[config.mk]
export PLATFORM = sky130hd
export DESIGN_NAME = acc_seq_adder
export DESIGN_NICKNAME = d
export VERILOG_FILES = /design/src/rtl/acc_seq_adder_pkg.sv /design/src/rtl/rca_nbits.sv /design/src/rtl/acc_seq_adder.sv
export SDC_FILE = /design/constraint.sdc
export NUM_CORES = 1
export LEC_CHECK = 0
export CAP_MARGIN = 20
export CORE_UTILIZATION = 46
export CTS_BUF_LIST = sky130_fd_sc_hd__clkbuf_4 sky130_fd_sc_hd__clkbuf_8 sky130_fd_sc_hd__clkbuf_16
export CTS_CLUSTER_SIZE = 10
export DETAILED_ROUTE_END_ITERATION = 8
export PLACE_DENSITY_LB_ADDON = 0.25
export SETUP_SLACK_MARGIN = 0.3
export SYNTH_ARGS = -nofsm -noshare
export SYNTH_HDL_FRONTEND = slang
export SYNTH_SLANG_ARGS = --single-unit
[constraint.sdc]
create_clock -name clk -period 5.2 [get_ports clk]
set_input_delay 1.3 -clock clk [delete_from_list [all_inputs] [get_ports clk]]
set_output_delay 1.3 -clock clk [all_outputs]
set_load 0.005 [all_outputs]
[src/rtl/acc_seq_adder_pkg.sv]
// Shared types and default widths for the sequential multi-operand accumulator.
package acc_seq_adder_pkg;

  localparam int unsigned N_DEF     = 8;
  localparam int unsigned CNT_W_DEF = 4;

  // Accumulator FSM: collecting beats, or presenting a finished result
  typedef enum logic {
    ACCUM = 1'b0,
    HOLD  = 1'b1
  } state_t;

endpackage : acc_seq_adder_pkg

[src/rtl/rca_nbits.sv]
// n-bit ripple-carry adder: s = x + y + c_in, carry-out on c_out.
module rca_nbits #(
  parameter int unsigned n = 8
) (
  input  logic [n-1:0] x,
  input  logic [n-1:0] y,
  input  logic         c_in,
  output logic [n-1:0] s,
  output logic         c_out
);

  logic [n:0] c;

  assign c[0] = c_in;

  // One full adder per bit, carry rippling from LSB to MSB
  for (genvar i = 0; i < int'(n); i++) begin : g_fa
    assign s[i]   = x[i] ^ y[i] ^ c[i];
    assign c[i+1] = (x[i] & y[i]) | (c[i] & (x[i] ^ y[i]));
  end

  assign c_out = c[n];

endmodule : rca_nbits

[src/rtl/acc_seq_adder.sv]
// Packet accumulator: sums a valid/ready operand stream through the ripple-carry
// adder and reports the modular sum, carry count, beat count and a sticky
// saturation flag once the last beat has been taken.
module acc_seq_adder
  import acc_seq_adder_pkg::*;
#(
  parameter int unsigned n     = N_DEF,
  parameter int unsigned CNT_W = CNT_W_DEF
) (
  input  logic             clk,
  input  logic             rst,
  input  logic             in_valid,
  output logic             in_ready,
  input  logic [n-1:0]     in_data,
  input  logic             in_last,
  output logic             out_valid,
  input  logic             out_ready,
  output logic [n-1:0]     out_sum,
  output logic [CNT_W-1:0] out_carries,
  output logic [CNT_W-1:0] out_beats,
  output logic             out_ovf
);

  localparam logic [CNT_W-1:0] CNT_MAX = '1;

  state_t           state;
  logic [n-1:0]     acc;
  logic [CNT_W-1:0] carries;
  logic [CNT_W-1:0] beats;
  logic             ovf;

  logic [n-1:0]     add_s;
  logic             add_c;
  logic             accept;
  logic             carry_sat;
  logic             beat_sat;

  // Running total plus the incoming operand; no carry-in
  rca_nbits #(
    .n (n)
  ) u_rca (
    .x     (acc),
    .y     (in_data),
    .c_in  (1'b0),
    .s     (add_s),
    .c_out (add_c)
  );

  // Ready drops the moment reset asserts so nothing is taken during reset
  assign in_ready  = (state == ACCUM) & ~rst;
  assign accept    = in_valid & in_ready;
  assign carry_sat = add_c & (carries == CNT_MAX);
  assign beat_sat  = (beats == CNT_MAX);

  // FSM, accumulator and saturating counters
  always_ff @(posedge clk or posedge rst) begin
    if (rst) begin
      state     <= ACCUM;
      out_valid <= 1'b0;
      acc       <= '0;
      carries   <= '0;
      beats     <= '0;
      ovf       <= 1'b0;
    end else begin
      case (state)
        ACCUM: begin
          if (accept) begin
            acc <= add_s;
            if (!carry_sat) carries <= carries + CNT_W'(add_c);
            if (!beat_sat)  beats   <= beats + CNT_W'(1);
            ovf <= ovf | carry_sat | beat_sat;
            if (in_last) begin
              state     <= HOLD;
              out_valid <= 1'b1;
            end
          end
        end
        HOLD: begin
          if (out_ready) begin
            state     <= ACCUM;
            out_valid <= 1'b0;
            acc       <= '0;
            carries   <= '0;
            beats     <= '0;
            ovf       <= 1'b0;
          end
        end
        default: begin
          state     <= ACCUM;
          out_valid <= 1'b0;
        end
      endcase
    end
  end

  assign out_sum     = acc;
  assign out_carries = carries;
  assign out_beats   = beats;
  assign out_ovf     = ovf;

endmodule : acc_seq_adder

==> impl_metrics.env <==
# physical design summary
export IMPL_synth_async_reset_ratio_pct=100
export IMPL_tap_cells=28
export IMPL_r2r_start="out_sum[0]"
export IMPL_peakVddDrop_mv=0.235
export IMPL_worstSetupPathType="input pin to flip-flop"
export IMPL_clockBufferDepth=2
export IMPL_synthCells=111
export IMPL_post_drt_via_cell_ratio=5.40
export IMPL_grt_max_degree=20
export IMPL_grt_pass1_wl_um=4070
export IMPL_ff_type="dfrtp_1"
export IMPL_tightest_slew_ps=746
export IMPL_hold_depth=1
export IMPL_r2r_slack_ps=1460
export IMPL_ys_seq_share_pct=42.9
export IMPL_nets=167
export IMPL_io_pins=32
export IMPL_min_from="out_ovf"
export IMPL_clockRootBuffer="clkbuf_4"
export IMPL_register_area_um2=475
export IMPL_hold_end="out_ovf"
export IMPL_path_clk_slew_ps=120
export IMPL_outcome="completed"
export IMPL_grt_overflow=0
export IMPL_worst_slack_ps=397
export IMPL_cp_top_family="adder cells"
export IMPL_synth_ff_latch_count=19
export IMPL_routedLengthMet1_um=1080
export IMPL_rows=17
export IMPL_gr_usage_met3_pct=2.98
export IMPL_diodes=0
export IMPL_synthTopCellsByCount="19 x dfrtp_1, 18 x inv_1, 12 x nand3_1"
export IMPL_cts_sinks=19
export IMPL_hp_class="flip-flop to flip-flop"
export IMPL_die_width_um=51.1
export IMPL_n_all_inverters=18
export IMPL_final_cells=170
how the worst max path moves through the flow:
stage	end	depth (start not counted)	slack (ps)
final	out_carries[3]	16	400
after global routing	out_carries[3]	16	290
after CTS	out_carries[3]	16	320
after detailed placement	out_carries[3]	16	-150
after global placement	out_carries[3]	16	-60
after floorplan	out_carries[3]	15	510
sequential cells by signal (all words and copies together) (netlist names):
register and flops:
out_carries 4, out_valid 1, out_sum 8, out_ovf 1, state 1, out_beats 4
timing repair:
item / CTS / global route
hold buffers: 0 / 0
endpoints found under the setup margin: 4 / 2
pin swaps: 1 / 1
resized: 4 / 4
gates cloned: 0 / 0
metrics by stage:
step	hold WS (ps)	power [W]
after floorplan	487	0.000379
after global placement	497	0.000515
after detailed placement	501	0.000530
after CTS	527	0.000614
after global routing	571	0.000671
final	531	0.000610
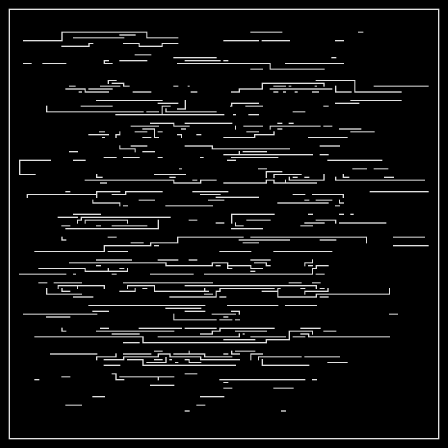
(M1 wires)
- nets with wire on the layer: 147
- share of all routed wire: 45%
- longest straight run: 15.6 µm
- wire length on this layer: 1080 µm

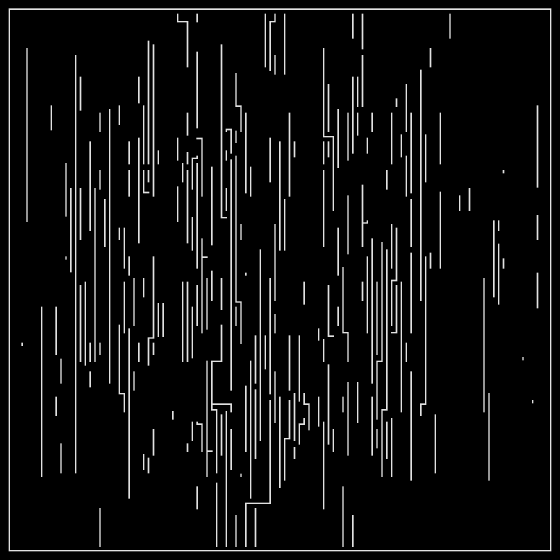
(signal wires on met2)
- main direction: vertical
- longest straight run: 39.4 µm
- wire length on this layer: 1170 µm
- nets with wire on the layer: 149
- share of all routed wire: 49%

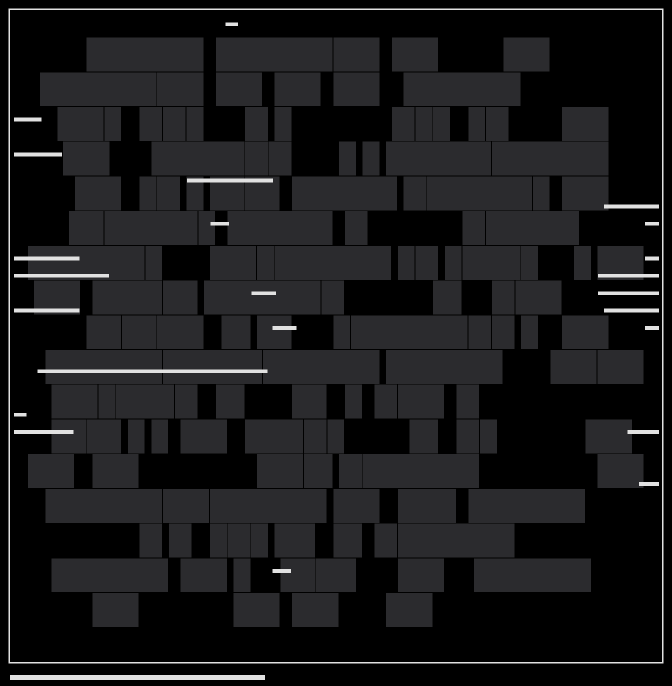
(met3 routing)
Scale bar: 20 µm.
- longest straight run: 17.7 µm
- main direction: horizontal
- share of all routed wire: 3.4%
- nets with wire on the layer: 19

Power and IR drop assume default switching activity.
